<file path="config.mk">
export PLATFORM = sky130hd
export DESIGN_NAME = insn_fetch
export DESIGN_NICKNAME = d
export VERILOG_FILES = /design/src/rtl/insn_fetch_pkg.sv /design/src/rtl/insn_fetch_fifo.sv /design/src/rtl/insn_fetch.sv
export SDC_FILE = /design/constraint.sdc
export NUM_CORES = 1
export LEC_CHECK = 0
export ABC_AREA = 1
export CAP_MARGIN = 10
export CORE_MARGIN = 2
export CORE_UTILIZATION = 30
export CTS_CLUSTER_DIAMETER = 200
export CTS_CLUSTER_SIZE = 25
export DETAILED_ROUTE_END_ITERATION = 10
export GPL_TIMING_DRIVEN = 0
export SLEW_MARGIN = 20
export SYNTH_ARGS = -nofsm -noshare
export SYNTH_HDL_FRONTEND = slang
export SYNTH_SLANG_ARGS = --single-unit
</file>
<file path="constraint.sdc">
create_clock -name clk -period 4.41 [get_ports clk]
set_input_delay 0.882 -clock clk [delete_from_list [all_inputs] [get_ports clk]]
set_output_delay 0.882 -clock clk [all_outputs]
set_load 0.02 [all_outputs]
</file>
<file path="src/rtl/insn_fetch_pkg.sv">
// Shared constants and the fetch FSM state type for the instruction fetch unit.
package insn_fetch_pkg;

    localparam logic [31:0] RESET_PC_DEFAULT = 32'h0000_0000;
    localparam logic [31:0] INSN_NOP         = 32'h0000_0013;
    localparam logic [31:0] PC_ALIGN_MASK    = 32'hFFFF_FFFC;

    typedef enum logic [1:0] {
        IDLE,
        RUN,
        FLUSH
    } fetch_state_e;

endpackage

</file>
<file path="src/rtl/insn_fetch_fifo.sv">
// Synchronous in-order FIFO with push/pop/clear; DEPTH must be a power of two.
module insn_fetch_fifo #(
    parameter int unsigned WIDTH = 32,
    parameter int unsigned DEPTH = 2
) (
    input  logic                     clk,
    input  logic                     rst_n,
    input  logic                     clear,
    input  logic                     push,
    input  logic                     pop,
    input  logic [WIDTH-1:0]         wdata,
    output logic [WIDTH-1:0]         rdata,
    output logic [$clog2(DEPTH):0]   count,
    output logic                     full,
    output logic                     empty
);

    localparam int unsigned AW = $clog2(DEPTH);
    localparam int unsigned CW = AW + 1;

    logic [WIDTH-1:0] storage_q [DEPTH];
    logic [AW-1:0]    wr_ptr_q, wr_ptr_d;
    logic [AW-1:0]    rd_ptr_q, rd_ptr_d;
    logic [CW-1:0]    count_q, count_d;
    logic             do_push, do_pop;

    assign full  = (count_q == CW'(DEPTH));
    assign empty = (count_q == '0);
    assign count = count_q;
    assign rdata = storage_q[rd_ptr_q];

    always_comb begin
        do_push  = push & ~full & ~clear;
        do_pop   = pop & ~empty & ~clear;
        wr_ptr_d = wr_ptr_q;
        rd_ptr_d = rd_ptr_q;
        count_d  = count_q;
        if (clear) begin
            wr_ptr_d = '0;
            rd_ptr_d = '0;
            count_d  = '0;
        end else begin
            if (do_push) wr_ptr_d = wr_ptr_q + AW'(1);
            if (do_pop)  rd_ptr_d = rd_ptr_q + AW'(1);
            count_d = count_q + CW'(do_push) - CW'(do_pop);
        end
    end

    always_ff @(posedge clk or negedge rst_n) begin
        if (!rst_n) begin
            wr_ptr_q <= '0;
            rd_ptr_q <= '0;
            count_q  <= '0;
        end else begin
            wr_ptr_q <= wr_ptr_d;
            rd_ptr_q <= rd_ptr_d;
            count_q  <= count_d;
        end
    end

    always_ff @(posedge clk) begin
        if (do_push) storage_q[wr_ptr_q] <= wdata;
    end

endmodule

</file>
<file path="src/rtl/insn_fetch.sv">
// Instruction fetch unit: PC, credit-limited imem requests, in-order response buffer, redirect flush.
// Optional performance counters are enabled by defining FETCH_PERF_CNT_EN.
module insn_fetch
    import insn_fetch_pkg::*;
#(
    parameter logic [31:0] RESET_PC   = RESET_PC_DEFAULT,
    parameter int unsigned FIFO_DEPTH = 2
) (
    input  logic        clk,
    input  logic        rst_n,
    output logic        imem_req_valid,
    input  logic        imem_req_ready,
    output logic [31:0] imem_req_addr,
    input  logic        imem_resp_valid,
    input  logic [31:0] imem_resp_data,
    input  logic        redirect_valid,
    input  logic [31:0] redirect_pc,
`ifdef FETCH_PERF_CNT_EN
    output logic [31:0] perf_fetched,
    output logic [31:0] perf_stall,
    output logic [31:0] perf_flushed,
`endif
    output logic        insn_valid,
    input  logic        insn_ready,
    output logic [31:0] insn,
    output logic [31:0] insn_pc
);

    localparam int unsigned CW = $clog2(FIFO_DEPTH) + 1;

    fetch_state_e  state_q, state_d;
    logic [31:0]   pc_q, pc_d;
    logic [CW-1:0] outstanding, outstanding_next, out_count;
    logic [CW:0]   in_use;
    logic          credit_ok, req_fire, resp_fire, resp_push, insn_pop;
    logic [31:0]   pcq_head;
    logic [63:0]   out_head;
    logic          out_empty;
    logic          unused_pcq_full, unused_pcq_empty, unused_out_full;

    assign in_use           = {1'b0, outstanding} + {1'b0, out_count};
    assign credit_ok        = in_use < (CW + 1)'(FIFO_DEPTH);
    assign req_fire         = imem_req_valid & imem_req_ready;
    assign resp_fire        = imem_resp_valid & (outstanding != '0);
    assign resp_push        = resp_fire & (state_q == RUN) & ~redirect_valid;
    assign insn_pop         = insn_valid & insn_ready;
    assign outstanding_next = outstanding + CW'(req_fire) - CW'(resp_fire);

    // Request-PC queue: its occupancy is the outstanding count, and it is never
    // cleared so that stale in-flight responses can still be matched and dropped.
    insn_fetch_fifo #(
        .WIDTH (32),
        .DEPTH (FIFO_DEPTH)
    ) u_pc_queue (
        .clk   (clk),
        .rst_n (rst_n),
        .clear (1'b0),
        .push  (req_fire),
        .pop   (resp_fire),
        .wdata (pc_q),
        .rdata (pcq_head),
        .count (outstanding),
        .full  (unused_pcq_full),
        .empty (unused_pcq_empty)
    );

    insn_fetch_fifo #(
        .WIDTH (64),
        .DEPTH (FIFO_DEPTH)
    ) u_out_fifo (
        .clk   (clk),
        .rst_n (rst_n),
        .clear (redirect_valid),
        .push  (resp_push),
        .pop   (insn_pop),
        .wdata ({imem_resp_data, pcq_head}),
        .rdata (out_head),
        .count (out_count),
        .full  (unused_out_full),
        .empty (out_empty)
    );

    always_ff @(posedge clk or negedge rst_n) begin
        if (!rst_n) begin
            state_q <= IDLE;
            pc_q    <= RESET_PC & PC_ALIGN_MASK;
        end else begin
            state_q <= state_d;
            pc_q    <= pc_d;
        end
    end

    always_comb begin
        state_d = state_q;
        pc_d    = pc_q;
        unique case (state_q)
            IDLE:    state_d = RUN;
            RUN: begin
                if (redirect_valid) state_d = (outstanding_next == '0) ? RUN : FLUSH;
            end
            FLUSH: begin
                if (outstanding_next == '0) state_d = RUN;
            end
            default: state_d = IDLE;
        endcase
        // A redirect wins over the pc+4 of a request accepted in the same cycle.
        if (redirect_valid)  pc_d = redirect_pc & PC_ALIGN_MASK;
        else if (req_fire)   pc_d = pc_q + 32'd4;
    end

    always_comb begin
        imem_req_valid = (state_q == RUN) & credit_ok;
        imem_req_addr  = imem_req_valid ? pc_q : '0;
        insn_valid     = ~out_empty & ~redirect_valid;
        insn           = insn_valid ? out_head[63:32] : '0;
        insn_pc        = insn_valid ? out_head[31:0]  : '0;
    end

`ifdef FETCH_PERF_CNT_EN
    logic [31:0] perf_fetched_q, perf_fetched_d;
    logic [31:0] perf_stall_q,   perf_stall_d;
    logic [31:0] perf_flushed_q, perf_flushed_d;
    logic        resp_discard;

    always_comb begin
        resp_discard   = resp_fire & ((state_q == FLUSH) | ((state_q == RUN) & redirect_valid));
        perf_fetched_d = perf_fetched_q + 32'(insn_pop);
        perf_stall_d   = perf_stall_q + 32'(insn_ready & ~insn_valid);
        perf_flushed_d = perf_flushed_q + 32'(resp_discard)
                         + (redirect_valid ? 32'(out_count) : 32'd0);
    end

    always_ff @(posedge clk or negedge rst_n) begin
        if (!rst_n) begin
            perf_fetched_q <= '0;
            perf_stall_q   <= '0;
            perf_flushed_q <= '0;
        end else begin
            perf_fetched_q <= perf_fetched_d;
            perf_stall_q   <= perf_stall_d;
            perf_flushed_q <= perf_flushed_d;
        end
    end

    assign perf_fetched = perf_fetched_q;
    assign perf_stall   = perf_stall_q;
    assign perf_flushed = perf_flushed_q;
`endif

    resp_needs_outstanding: assert property (@(posedge clk) disable iff (!rst_n)
        imem_resp_valid |-> (outstanding != '0));

endmodule

</file>
==> impl_metrics.ini, run 1 <==
; generated from flow reports
[outcome]
outcome = finished, final reports clean

[sta]
slew-limit-headroom_pct = 35.2
setup_repair_after_global_routing_missed_its_margin = false

[min_path]
hold_class = in -> async

[setup_path]
worst-path-stages = 6
crit_chain = fa_1 > nor2_1 > nand2_4 > clkbuf_1 > nor2_1 > clkdlybuf4s50_1
worst_ep_required_time_ns = 3.53
timing.critical_path.to_type = output pin
slowest_delay_ns = 0.66
critPathBufInv = 2
critical_path.max_fanout = 10

[placement]
pre_cts_ws_ns = 0.564
placement.cell_area_um2 = 12600

[yosys]
synthAdderAreaFrac_pct = 1.06
yosys-mux-area-fraction_pct = 6.88
synth.cellmix.xorXnorShare_pct = 1.21
post_synth_instance_area_um2 = 10100
synth-seq-area-share_pct = 64.3

[layout]
comb_area_share_pct = 23.1
lay_top_count = nand2_1
num-nonclk-inverters = 130
final_layout_top_logic_cells = nand2_1 (295), edfxtp_1 (184), clkdlybuf4s50_1 (159)
insertedDiodeCount = 0
sequential_cell_total = 224
instances_no_fill = 1592
final_design_area_no_fill_um2 = 12900

[pwr]
finalPower_uw = 6510

[clock_network]
clock-sinks = 224
post_cts.resized_instances = 0
cts.repair_timing.setup_buffer_count = 0

[floorplanning]
die_h_um = 188
placeableCoreArea_um2 = 33400

[route]
postRouteAntennaNets = 0
vias_per_cell = 4.32

[job]
stage_log_warnings = 28
[run 1: routing by layer]
layer | GRT usage, % | routed length (µm)
met5 | 0 | 0
met4 | 2.97 | 506
met3 | 1.95 | 1110
met2 | 22.4 | 11000
met1 | 18.9 | 11200
[run 1: worst min path at each step]
| stage | endpoint | slack (ns) | depth (start not counted) |
|---|---|---|---|
| global route | pc_q[28] | 0.38 | 1 |
| global placement | state_q[1] | 0.47 | 1 |
| floorplan | state_q[1] | 0.46 | 1 |
| detailed placement | state_q[1] | 0.49 | 1 |
| CTS | pc_q[28] | 0.38 | 1 |
| finish | pc_q[28] | 0.36 | 1 |
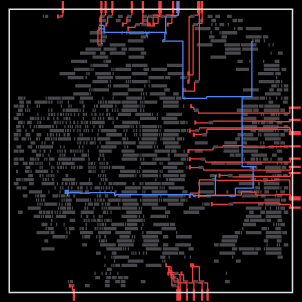
run_1/port_trees.png
Scale: 1.5 px per µm.
insn_pc -> red  # bits 32, direction output, edge 13 north, 11 east, 8 south, end cells 32, wire 1140 µm
insn_valid -> blue  # bits 1, direction output, edge north, end cells 1, wire 440 µm

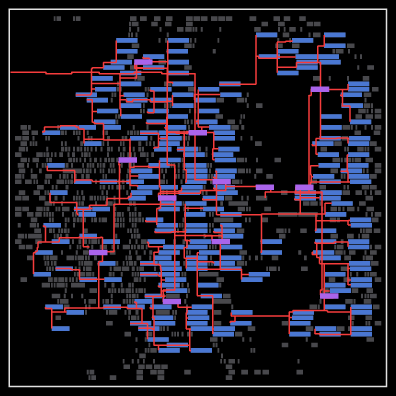
run_1/clock_wires.png
Scale: 2 px per µm.
clock wires -> red  # length 2580 µm
flip-flops -> blue  # count 224
clock-net drivers -> purple  # count 12
flops lie = spread over the die

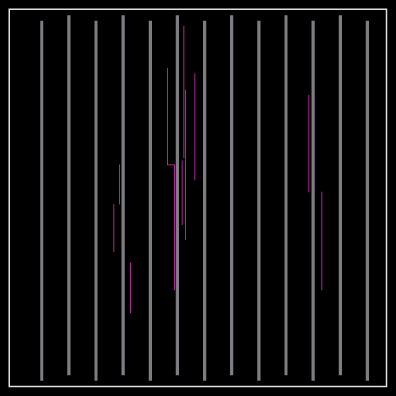
run_1/m4.png
Scale: 2 px per µm. Supply wires on this layer in grey.
nets with wire on the layer = 7
main direction = vertical
total via count in the routed design: 6877
DRT Wirelength: 23800 µm

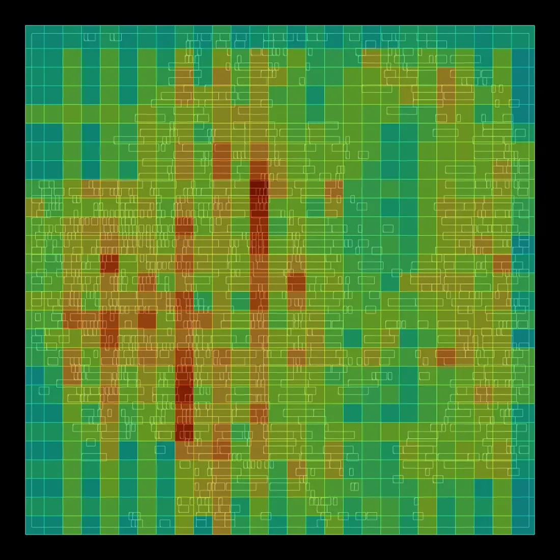
run_1/congestion_map.png
GRT met2 Usage: 22.4%
layer with the highest usage: met2
final routed wire length divided by cell count: 14.9 µm

==> inputs of run 2 (changes only) <==
--- a/config.mk
+++ b/config.mk
@@ -17,3 +17,4 @@
 export SYNTH_ARGS = -nofsm -noshare
 export SYNTH_HDL_FRONTEND = slang
 export SYNTH_SLANG_ARGS = --single-unit
+export TNS_END_PERCENT = 100
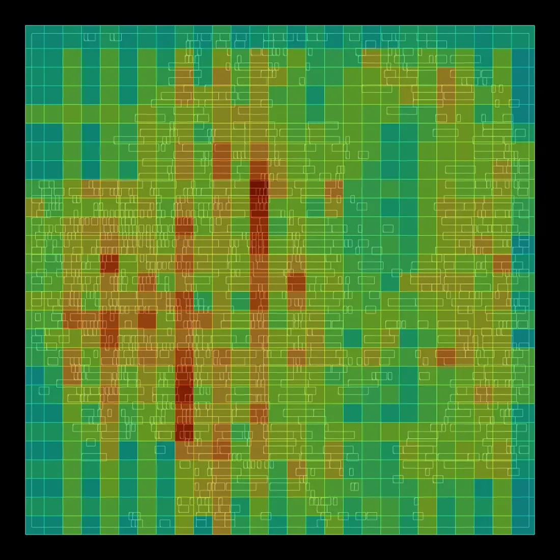
run_2/congestion_map.png
met1 global-route usage: 18.9%
overall routing resource usage: 13.5%
met3 track utilization from global routing: 1.95%
utilization after layout: 38.6%

==> run 2 against run 1 <==
- via count unchanged
- worst hold slack stayed put
- flip-flop count did not move
- design area is the same
- register-to-register slack barely moved
- largest cell class unchanged
==> impl_metrics.ini, run 2 <==
; generated from flow reports
[clock_network]
cts-htree-levels = 1
cts.repair_timing.setup_buffer_count = 0
post_cts.resized_instances = 0
clock-sinks = 224
cts_tree = yes
clock_pin_slew_reported_for_the_worst_setup_and_hold_paths_after_clock_tree_synthesis_ns = 0.11
worstSkewPairLatency_ns = 0.50

[yosys]
number_of_distinct_library_cell_variants_in_the_gate_level_netlist_after_synthesis = 37
synth-seq-area-share_pct = 64.3
area_leaders = edfxtp_1 (54%), nand2_1 (11%), dfrtp_1 (9.9%)
ys.flops = 224
yosys.area_share.aoi_pct = 1.48
synth.cellmix.xorXnorShare_pct = 1.21
post_synth_instance_area_um2 = 10100
synthAdderAreaFrac_pct = 1.06
yosys-mux-area-fraction_pct = 6.88
synthTopCellsByCount = nand2_1 (295), edfxtp_1 (184), inv_1 (125)
synthDominantCellAreaShare_pct = 54.5
post_synth_main_logic_family = simple AND/OR/NAND/NOR gates

[grt]
largest_net_degree_at_the_start_of_global_routing = 27
layer_with_the_highest_usage = met2
global_route.overflow_total = 0
grt_first_pass_wirelength_um = 37600
number_of_antenna_violations_at_the_first_check_in_global_routing = 0
met2_usage_pct = 22.4

[sta]
skew_ns = 0.0412
final.period_utilization_pct = 90.8
fmax_mhz = 250
setup_repair_after_global_routing_missed_its_margin = false
slew-limit-headroom_pct = 35.2

[route]
dr_total_vias = 6877
top_layer_used = met4
postRouteAntennaNets = 0
wirelength_met1_um = 11200
routed_length_on_met3_um = 1110
wl_met2_um = 11000
detail_route.wl_per_cell_um = 14.9
vias_per_cell = 4.32
postRouteWirelength_um = 23800

[setup_path]
crit_chain = fa_1 > nor2_1 > nand2_4 > clkbuf_1 > nor2_1 > clkdlybuf4s50_1
critical_path.max_fanout = 10
timing.critical_path.to_type = output pin
slowest_delay_ns = 0.66
critPathBufInv = 2
worst_ep_required_time_ns = 3.53

[layout]
signal_buffers = 204
final_layout_top_logic_cells = nand2_1 (295), edfxtp_1 (184), clkdlybuf4s50_1 (159)
instances_no_fill = 1592
num-nonclk-inverters = 130
registers.top_by_ff_count = u_out_fifo.storage_q
combGateArea_um2 = 2990
lay_top_count = nand2_1
insertedDiodeCount = 0
comb_area_share_pct = 23.1
sequential_cell_total = 224
final_net_count = 1218
logic_gates = 568
clock_cell_share_pct = 2.60

[floorplanning]
die_h_um = 188
boundaryPins = 168
placeableCoreArea_um2 = 33400

[job]
stage_log_warnings = 28

[pwr]
power.clock.total_uw = 1170
internal-power_uw = 4210
largestPowerGroup = sequential cells
pwr-share-seq_pct = 45.4
netSwitchingFraction_pct = 35.4
power_frac_comb_pct = 36.7

[placement]
pre_cts_ws_ns = 0.564
gp_congestion = 0.852

[outcome]
outcome = finished, final reports clean

[min_path]
hold_class = in -> async
run 2: worst paths after layout:
path | from | endpoint | slack (ns) | cells past startpoint
min | rst_n | pc_q[28] | 0.36 | 1
max in group asynchronous | rst_n | pc_q[2] | 3.53 | 2
max reg2reg | u_pc_queue.count[1] | state_q[1] | 1.82 | 9
min in group clk | state_q[0] | state_q[1] | 0.50 | 1
min reg2reg | state_q[0] | state_q[1] | 0.50 | 1
max | u_pc_queue.count[1] | imem_req_addr[16] | 0.41 | 6
run 2: through the flow:
stage	total power (µW)	setup TNS, ns	hold slack, ns	area, µm²
2_1_floorplan	4390	0	0.456	10200
3_3_place_gp	5320	-109.48	0.474	12300
3_5_place_dp	5420	0	0.486	12600
4_1_cts	6590	0	0.376	12900
5_1_grt	6930	0	0.383	12900
6_report	6510	0	0.365	12900
Power figures rest on the tool's default switching activity, not on a simulated workload.
